[config.mk]
export PLATFORM = sky130hd
export DESIGN_NAME = clock_set_controller_flat
export DESIGN_NICKNAME = d
export VERILOG_FILES = /design/src/rtl/clock_pkg.sv /design/src/rtl/clock_set_controller_if.sv /design/src/rtl/clock_set_controller_btn_repeat.sv /design/src/rtl/clock_set_controller.sv /design/src/flat_wrapper.sv
export SDC_FILE = /design/constraint.sdc
export NUM_CORES = 1
export LEC_CHECK = 0
export ABC_CLOCK_PERIOD_IN_PS = 3500
export CORE_MARGIN = 5
export CORE_UTILIZATION = 59
export CTS_BUF_LIST = sky130_fd_sc_hd__clkbuf_16
export DETAILED_ROUTE_END_ITERATION = 8
export GPL_ROUTABILITY_DRIVEN = 0
export GPL_TIMING_DRIVEN = 0
export PLACE_DENSITY = 0.85
export SYNTH_ARGS = -nofsm -noshare
export SYNTH_HDL_FRONTEND = slang
export SYNTH_SLANG_ARGS = --single-unit
[constraint.sdc]
create_clock -name Clk -period 3.5 [get_ports Clk]
set_input_delay 0.35 -clock Clk [delete_from_list [all_inputs] [get_ports Clk]]
set_output_delay 0.35 -clock Clk [all_outputs]
set_load 0.02 [all_outputs]
[src/rtl/clock_pkg.sv]
// Shared types, field limits and wrap-around step helpers for the clock
// time-setting controller.
package clock_pkg;

    typedef enum logic [1:0] {
        RUN         = 2'd0,
        SET_HOURS   = 2'd1,
        SET_MINUTES = 2'd2,
        SET_SECONDS = 2'd3
    } ctl_state_t;

    localparam int HOURS_W   = 5;
    localparam int MIN_SEC_W = 6;

    localparam logic [HOURS_W-1:0]   HOURS_MAX   = 5'd23;
    localparam logic [MIN_SEC_W-1:0] MIN_SEC_MAX = 6'd59;

    // Field-width arithmetic with compare-and-wrap; out-of-range inputs
    // collapse to 0 on increment so an edit value can never escape its range.
    function automatic logic [HOURS_W-1:0] step_hours(
        input logic [HOURS_W-1:0] val,
        input logic               up
    );
        if (up) begin
            return (val >= HOURS_MAX) ? '0 : val + HOURS_W'(1);
        end
        return (val == '0) ? HOURS_MAX : val - HOURS_W'(1);
    endfunction

    function automatic logic [MIN_SEC_W-1:0] step_min_sec(
        input logic [MIN_SEC_W-1:0] val,
        input logic                 up
    );
        if (up) begin
            return (val >= MIN_SEC_MAX) ? '0 : val + MIN_SEC_W'(1);
        end
        return (val == '0) ? MIN_SEC_MAX : val - MIN_SEC_W'(1);
    endfunction

endpackage

[src/rtl/clock_set_controller_if.sv]
// Front-panel buttons plus the time counter's status/enable/parallel-load port.
// master: panel and counter side; slave: the set controller.
interface clock_set_if;
    import clock_pkg::*;

    logic                 btn_mode;
    logic                 btn_inc;
    logic                 btn_dec;
    logic [HOURS_W-1:0]   cur_hours;
    logic [MIN_SEC_W-1:0] cur_minutes;
    logic [MIN_SEC_W-1:0] cur_seconds;
    logic                 count_en;
    logic                 load_en;
    logic [HOURS_W-1:0]   load_hours;
    logic [MIN_SEC_W-1:0] load_minutes;
    logic [MIN_SEC_W-1:0] load_seconds;
    logic [1:0]           mode;
    logic                 blink;

    modport master (
        output btn_mode, btn_inc, btn_dec,
        output cur_hours, cur_minutes, cur_seconds,
        input  count_en, load_en, load_hours, load_minutes, load_seconds,
        input  mode, blink
    );

    modport slave (
        input  btn_mode, btn_inc, btn_dec,
        input  cur_hours, cur_minutes, cur_seconds,
        output count_en, load_en, load_hours, load_minutes, load_seconds,
        output mode, blink
    );

endinterface

[src/rtl/clock_set_controller_btn_repeat.sv]
// Press-edge detector with hold-to-repeat: one step on the press edge, one after
// REPEAT_DELAY held cycles, then one every REPEAT_RATE cycles while still held.
module btn_repeat #(
    parameter int REPEAT_DELAY = 50_000_000,
    parameter int REPEAT_RATE  = 10_000_000
) (
    input  logic Clk,
    input  logic reset_n,
    input  logic btn_i,
    input  logic clr_i,
    output logic edge_o,
    output logic step_o
);

    localparam int CNT_MAX = (REPEAT_DELAY > REPEAT_RATE) ? REPEAT_DELAY : REPEAT_RATE;
    localparam int CNT_W   = $clog2(CNT_MAX + 1);

    localparam logic [CNT_W-1:0] DELAY_C = CNT_W'(REPEAT_DELAY);
    localparam logic [CNT_W-1:0] RATE_C  = CNT_W'(REPEAT_RATE);

    logic             btn_q;
    logic             rep_q, rep_d;
    logic [CNT_W-1:0] cnt_q, cnt_d;
    logic             step_d;

    assign edge_o = btn_i & ~btn_q;
    assign step_o = step_d;

    // cnt_q holds the number of cycles since the press edge (or since the
    // last repeat step), so a step fires on the cycle it equals the period.
    // NOTE: every output of an always_comb gets a default first; a path that
    // leaves one unassigned infers a latch.
    always_comb begin
        cnt_d  = '0;
        rep_d  = 1'b0;
        step_d = 1'b0;
        if (btn_i && !clr_i) begin
            if (edge_o) begin
                step_d = 1'b1;
                cnt_d  = CNT_W'(1);
            end else if (!rep_q) begin
                if (cnt_q >= DELAY_C) begin
                    step_d = 1'b1;
                    rep_d  = 1'b1;
                    cnt_d  = CNT_W'(1);
                end else begin
                    cnt_d = cnt_q + CNT_W'(1);
                end
            end else begin
                rep_d = 1'b1;
                if (cnt_q >= RATE_C) begin
                    step_d = 1'b1;
                    cnt_d  = CNT_W'(1);
                end else begin
                    cnt_d = cnt_q + CNT_W'(1);
                end
            end
        end
    end

    // NOTE: sequential state uses non-blocking assignments so every register
    // samples pre-edge values regardless of statement order.
    always_ff @(posedge Clk or negedge reset_n) begin
        if (!reset_n) begin
            btn_q <= 1'b0;
            rep_q <= 1'b0;
            cnt_q <= '0;
        end else begin
            btn_q <= btn_i;
            rep_q <= rep_d;
            cnt_q <= cnt_d;
        end
    end

endmodule

[src/rtl/clock_set_controller.sv]
// Time-setting controller: freezes the time-of-day counter while the user edits
// hours/minutes/seconds and parallel-loads the edited time on commit.
module clock_set_controller
    import clock_pkg::*;
#(
    parameter int REPEAT_DELAY  = 50_000_000,
    parameter int REPEAT_RATE   = 10_000_000,
    parameter int TIMEOUT_TICKS = 30
) (
    input  logic        Clk,
    input  logic        reset_n,
    input  logic        tick_1hz,
    clock_set_if.slave  bus
);

    localparam int TMO_W = $clog2(TIMEOUT_TICKS + 1);
    localparam logic [TMO_W-1:0] TMO_LAST = TMO_W'(TIMEOUT_TICKS - 1);

    ctl_state_t           state_q, state_d;
    logic [HOURS_W-1:0]   edit_h_q, edit_h_d;
    logic [MIN_SEC_W-1:0] edit_m_q, edit_m_d;
    logic [MIN_SEC_W-1:0] edit_s_q, edit_s_d;
    logic [TMO_W-1:0]     tmo_q, tmo_d;
    logic                 blink_q, blink_d;
    logic                 hold_q, hold_d;
    logic                 load_en_q, load_en_d;
    logic                 mode_btn_q;

    logic mode_edge, in_set, rep_clr;
    logic inc_edge, inc_step, dec_edge, dec_step;
    logic step_any, activity;

    assign mode_edge = bus.btn_mode & ~mode_btn_q;
    assign in_set    = (state_q != RUN);
    // Repeat logic idles outside edit mode and while both buttons are down.
    assign rep_clr   = ~in_set | (bus.btn_inc & bus.btn_dec);

    btn_repeat #(
        .REPEAT_DELAY (REPEAT_DELAY),
        .REPEAT_RATE  (REPEAT_RATE)
    ) u_inc (
        .Clk     (Clk),
        .reset_n (reset_n),
        .btn_i   (bus.btn_inc),
        .clr_i   (rep_clr),
        .edge_o  (inc_edge),
        .step_o  (inc_step)
    );

    btn_repeat #(
        .REPEAT_DELAY (REPEAT_DELAY),
        .REPEAT_RATE  (REPEAT_RATE)
    ) u_dec (
        .Clk     (Clk),
        .reset_n (reset_n),
        .btn_i   (bus.btn_dec),
        .clr_i   (rep_clr),
        .edge_o  (dec_edge),
        .step_o  (dec_step)
    );

    // A mode edge takes precedence; a step arriving with it is dropped.
    assign step_any = (inc_step | dec_step) & ~mode_edge;
    assign activity = mode_edge | inc_edge | dec_edge | inc_step | dec_step;

    always_comb begin
        state_d   = state_q;
        edit_h_d  = edit_h_q;
        edit_m_d  = edit_m_q;
        edit_s_d  = edit_s_q;
        tmo_d     = tmo_q;
        blink_d   = blink_q;
        hold_d    = hold_q;
        load_en_d = 1'b0;

        unique case (state_q)
            RUN: begin
                tmo_d   = '0;
                blink_d = 1'b0;
                hold_d  = 1'b0;
                if (mode_edge) begin
                    state_d  = SET_HOURS;
                    edit_h_d = bus.cur_hours;
                    edit_m_d = bus.cur_minutes;
                    edit_s_d = bus.cur_seconds;
                    blink_d  = 1'b1;
                end
            end

            default: begin
                if (mode_edge) begin
                    tmo_d   = '0;
                    hold_d  = 1'b0;
                    blink_d = 1'b1;
                    unique case (state_q)
                        SET_HOURS:   state_d = SET_MINUTES;
                        SET_MINUTES: state_d = SET_SECONDS;
                        default: begin
                            state_d   = RUN;
                            load_en_d = 1'b1;
                            blink_d   = 1'b0;
                        end
                    endcase
                end else if (tick_1hz && !activity && tmo_q >= TMO_LAST) begin
                    // Abandon the edit: counter resumes from its frozen value.
                    state_d = RUN;
                    tmo_d   = '0;
                    blink_d = 1'b0;
                    hold_d  = 1'b0;
                end else begin
                    if (activity) begin
                        tmo_d = '0;
                    end else if (tick_1hz) begin
                        tmo_d = tmo_q + TMO_W'(1);
                    end

                    if (step_any) begin
                        unique case (state_q)
                            SET_HOURS:   edit_h_d = step_hours(edit_h_q, inc_step);
                            SET_MINUTES: edit_m_d = step_min_sec(edit_m_q, inc_step);
                            default:     edit_s_d = step_min_sec(edit_s_q, inc_step);
                        endcase
                        blink_d = 1'b1;
                        hold_d  = 1'b1;
                    end else if (tick_1hz) begin
                        // After a step, keep the field lit through the next tick.
                        if (hold_q) begin
                            hold_d = 1'b0;
                        end else begin
                            blink_d = ~blink_q;
                        end
                    end
                end
            end
        endcase
    end

    // NOTE: edit registers are ordinary flops, not a memory, so they reset
    // with the rest of the state and load_* read 0 out of reset.
    always_ff @(posedge Clk or negedge reset_n) begin
        if (!reset_n) begin
            state_q    <= RUN;
            edit_h_q   <= '0;
            edit_m_q   <= '0;
            edit_s_q   <= '0;
            tmo_q      <= '0;
            blink_q    <= 1'b0;
            hold_q     <= 1'b0;
            load_en_q  <= 1'b0;
            mode_btn_q <= 1'b0;
        end else begin
            state_q    <= state_d;
            edit_h_q   <= edit_h_d;
            edit_m_q   <= edit_m_d;
            edit_s_q   <= edit_s_d;
            tmo_q      <= tmo_d;
            blink_q    <= blink_d;
            hold_q     <= hold_d;
            load_en_q  <= load_en_d;
            mode_btn_q <= bus.btn_mode;
        end
    end

    // count_en is decoded from the state register so it also covers the
    // commit cycle, where the counter prioritises the load.
    assign bus.count_en     = (state_q == RUN);
    assign bus.load_en      = load_en_q;
    assign bus.load_hours   = edit_h_q;
    assign bus.load_minutes = edit_m_q;
    assign bus.load_seconds = edit_s_q;
    assign bus.mode         = state_q;
    assign bus.blink        = blink_q;

endmodule

[src/flat_wrapper.sv]
// flat-port wrapper written by rule: the top's interface ports become plain ports
module clock_set_controller_flat import clock_pkg::*;
#(
    parameter int REPEAT_DELAY  = 50_000_000,
    parameter int REPEAT_RATE   = 10_000_000,
    parameter int TIMEOUT_TICKS = 30
)
  (Clk, reset_n, tick_1hz, bus_btn_mode, bus_btn_inc, bus_btn_dec, bus_cur_hours, bus_cur_minutes, bus_cur_seconds, bus_count_en, bus_load_en, bus_load_hours, bus_load_minutes, bus_load_seconds, bus_mode, bus_blink);
  clock_set_if bus_i ();
  input  logic Clk;
  input  logic reset_n;
  input  logic tick_1hz;
  input wire logic [$bits(bus_i.btn_mode)-1:0] bus_btn_mode;
  input wire logic [$bits(bus_i.btn_inc)-1:0] bus_btn_inc;
  input wire logic [$bits(bus_i.btn_dec)-1:0] bus_btn_dec;
  input wire logic [$bits(bus_i.cur_hours)-1:0] bus_cur_hours;
  input wire logic [$bits(bus_i.cur_minutes)-1:0] bus_cur_minutes;
  input wire logic [$bits(bus_i.cur_seconds)-1:0] bus_cur_seconds;
  output wire logic [$bits(bus_i.count_en)-1:0] bus_count_en;
  output wire logic [$bits(bus_i.load_en)-1:0] bus_load_en;
  output wire logic [$bits(bus_i.load_hours)-1:0] bus_load_hours;
  output wire logic [$bits(bus_i.load_minutes)-1:0] bus_load_minutes;
  output wire logic [$bits(bus_i.load_seconds)-1:0] bus_load_seconds;
  output wire logic [$bits(bus_i.mode)-1:0] bus_mode;
  output wire logic [$bits(bus_i.blink)-1:0] bus_blink;
  assign bus_i.btn_mode = bus_btn_mode;
  assign bus_i.btn_inc = bus_btn_inc;
  assign bus_i.btn_dec = bus_btn_dec;
  assign bus_i.cur_hours = bus_cur_hours;
  assign bus_i.cur_minutes = bus_cur_minutes;
  assign bus_i.cur_seconds = bus_cur_seconds;
  assign bus_count_en = bus_i.count_en;
  assign bus_load_en = bus_i.load_en;
  assign bus_load_hours = bus_i.load_hours;
  assign bus_load_minutes = bus_i.load_minutes;
  assign bus_load_seconds = bus_i.load_seconds;
  assign bus_mode = bus_i.mode;
  assign bus_blink = bus_i.blink;
  clock_set_controller #(.REPEAT_DELAY(REPEAT_DELAY), .REPEAT_RATE(REPEAT_RATE), .TIMEOUT_TICKS(TIMEOUT_TICKS)) u_core (.Clk(Clk), .reset_n(reset_n), .tick_1hz(tick_1hz), .bus(bus_i));
endmodule
Fig. 1: run 1, clock wires, drivers and flops
Drawn at 6 px/µm.
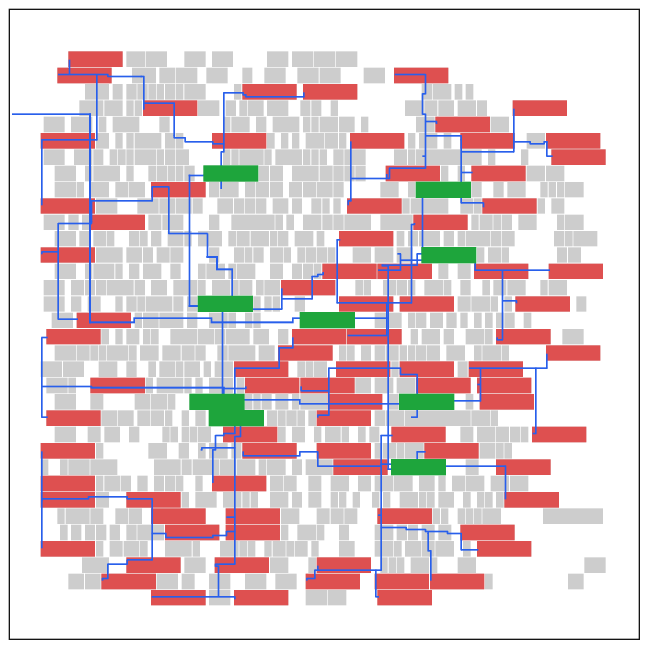
Red shows flip-flops, count 84. Green shows clock-net drivers, count 9. Blue shows clock wires, length 1,070 µm.
There are 10 routed clock nets.

Fig. 2: run 1, cell area per tile
Drawn at 3 px/µm. 10 x 10 tiles, from white (low) to dark blue (high), 0 to 100% covered.
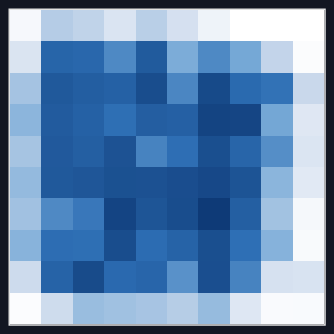
The mean over all tiles is 56%. 42% of the tiles are over 75% full. The densest ninth of the die: centre. The fullest tile reaches 96%. 5.0% of the tiles are nearly empty.
Layout Utilization: 71.4%
fp util: 60.7%
total core area: 0.00872 mm²

==> out/results.ini, run 1 <==
[route]
drc_errors=0
vias=4965
m1WireLength_um=5480
dr_wl_met3_um=911
drt_iter0_drc=413

[final_layout]
top_regs=u_core.u_dec.cnt_q: 26 flops, u_core.u_inc.cnt_q: 26 flops
layout.nets=719
drive_gt1_share_pct=5.57
lay_top_cells=nor2_1, dfrtp_1, nand2_1
clk_share_pct=5.23
seq_share_pct=33.8
logic_gates=484
top_area_cell_class=combinational gates
seq_area_mm2=0.00210
num-nonclk-inverters=27
ff_count=84
layoutNonFillerInstCount=790
final_cell_area_mm2=0.00622
buffers=71
layout_top_cell=nor2_1

[clock_tree]
cts_resized=0
postCtsSetupRepairBufs=0
cts_root_buf=clkbuf_16
cts_max_path_buffers=2
numCtsBuffers=9

[die]
io_pins=45
dieArea_mm2=0.0110
nWellTaps=108
die_y_um=105

[pwr]
pg_seq_mw=1.25
seq_power_share_pct=30.7
pwr-share-clk_pct=25.7
p_int_mw=2.44
top_power_group=combinational cells
ir_drop_mv=0.444
comb_cell_power_mw=1.77
switching_share_pct=40.0

[yosys]
fp_nets=663
largest_area_cell=dfrtp_1
synth_warnings=0
ys_seq_share_pct=39.7
synth.distinct_cells=65
top_cell=nor2_1
yosysCellCount=621
numSynthFlops=84
synth_chip_area_mm2=0.00530
syn_area_per_cell_um2=8.53

[worst_setup_path]
worstPathMaxFanout=10
rrSetupSlack_ns=0.28
worstPathRequired_ns=3.73
cp.depth=14
slowest_delay_ns=0.42
crit_path_start_kind=flip-flop
worstSetupPathType=reg -> reg
setup.worst_path.end_class=flip-flop
cp-startpoint=u_core.bus.mode[0]$_DFFE_PN0P_
arrival_ns=3.45

[grt]
gr-total-overflow=0
grt_pass1_wl_um=23100
grt_pass1_vias=4949
grt_max_degree=63

[run]
warnings=39
max_cap_violations=0

[timing]
worst_hold_slack_ns=0.449
slew_headroom_pct=49.6
skew_ns=0.00812
fmax_ghz=0.311
finalSetupViolCount=0

[placement]
place_ws_ns=0.172
dp_hpwl_um=9340

[status]
status=complete, no violations

Fig. 3: run 1, M4 wires
Drawn at 4 px/µm.
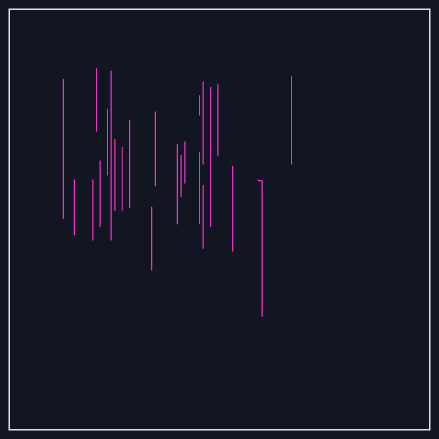
The layer carries 472 µm of wire. The layer holds 3.5% of the routed length.

Fig. 4: run 1, floorplan with the power grid
Drawn at 4 px/µm. Pins as bars on the die edge.
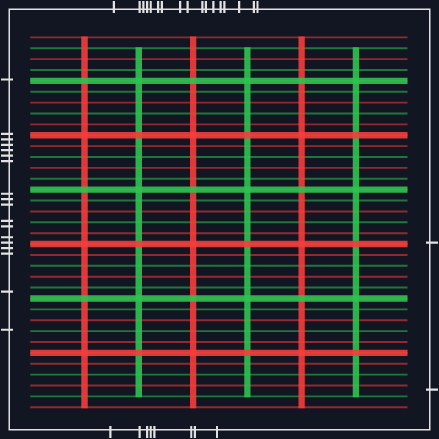

==> run 2, diff against run 1 <==
CORE_MARGIN = default   (was 5)
Fig. 5: run 2, floorplan with the power grid
Drawn at 4 px/µm. Pins as bars on the die edge.
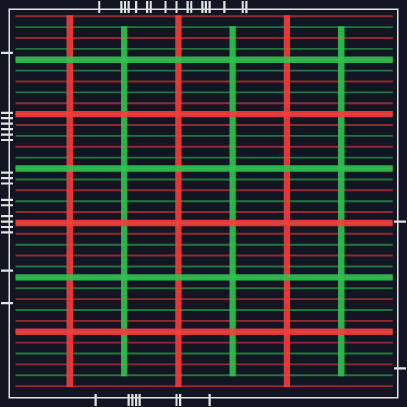
Red shows VSS. Green shows VDD.
45 signal pins sit on the boundary. The core has 34 rows. 35 met1 rails follow the rows.
die span in y: 96.8 µm
Die W: 96.8 µm
worst vdd ir: 0.405 mV

==> run 2 against run 1 <==
Compared with the run above:
- utilization is 0.36 points lower
- synthesized cell count stayed put
- via count is 1.7% lower
- critical path depth is 4 lower
- combinational power hardly changed
- non-clock buffer count stayed put
- count of clock-buffer cells in the layout stayed put
- clock power is 9% lower
- maximum frequency is 7.0% higher
- worst setup slack better by 0.21 ns
- critical endpoint is now u_core.bus.load_hours[3]$_DFFE_PN0P_
- largest power group unchanged
==> out/results.ini, run 2 <==
[pwr]
top_power_group=combinational cells
pwr-share-clk_pct=24.1
comb_cell_power_mw=1.74
p_leak_nw=2.55
pg_seq_mw=1.25
p_int_mw=2.36
switching_share_pct=40.1
seq_power_share_pct=31.7

[die]
initCoreUtil_pct=60.7
io_pins=45
core_mm2=0.00872
dieArea_mm2=0.00936
nWellTaps=108

[timing]
skew_ns=0.00715
fmax_ghz=0.332
finalSetupViolCount=0
slew_headroom_pct=48.9
worst_hold_slack_ns=0.466

[worst_setup_path]
cp.depth=10
worstSetupPathType=reg -> reg
crit_path_start_kind=flip-flop
rrSetupSlack_ns=0.49
worstPathRequired_ns=3.72
worstPathMaxFanout=9
setup.worst_path.end_class=flip-flop
critPathSlowestCell=dfrtp_1
cp-startpoint=u_core.bus.mode[0]$_DFFE_PN0P_
slowest_delay_ns=0.42
arrival_ns=3.23

[final_layout]
logic_gates=484
layout_top_cell=nor2_1
final_util_pct=71.0
top_regs=u_core.u_dec.cnt_q: 26 flops, u_core.u_inc.cnt_q: 26 flops
drive_gt1_share_pct=5.43
num-nonclk-inverters=27
clk_share_pct=4.73
buffers=71
ff_count=84
layoutNonFillerInstCount=790
final_cell_area_mm2=0.00619
lay_top_cells=nor2_1, dfrtp_1, nand2_1
bufAreaShareNonClock_pct=9.36
seq_area_mm2=0.00210
seq_share_pct=33.9
top_area_cell_class=combinational gates

[yosys]
flop_cell=dfrtp_1
largest_area_cell=dfrtp_1
numSynthFlops=84
logic_family=simple AND/OR/NAND/NOR gates
ys_seq_share_pct=39.7
mux_share_pct=1.79
synthXorXnorAreaFrac_pct=8.10
top_cell=nor2_1
syn_area_per_cell_um2=8.53
synth_chip_area_mm2=0.00530
compound_area_share_pct=17.3
synth.distinct_cells=65
synth_warnings=0

[clock_tree]
cts_resized=0
clk_pin_slew_ns=0.07
cts_max_path_buffers=2
htree_levels=3
postCtsSetupRepairBufs=0
numCtsBuffers=9
cts_root_buf=clkbuf_16

[placement]
port_buffers=43
dp_hpwl_um=9040
place_ws_ns=0.273

[status]
status=complete, no violations

[route]
drt_iter0_drc=370
dr_wl_met3_um=696
vias=4882
m1WireLength_um=5590

[run]
max_cap_violations=0
warnings=39

[grt]
gr-total-overflow=0
grt_pass1_wl_um=22200
grt_pass1_vias=4783
grt_max_degree=59

[hold_path]
holdCritPathClass=in -> async

Power is estimated from default activity; no workload was simulated.
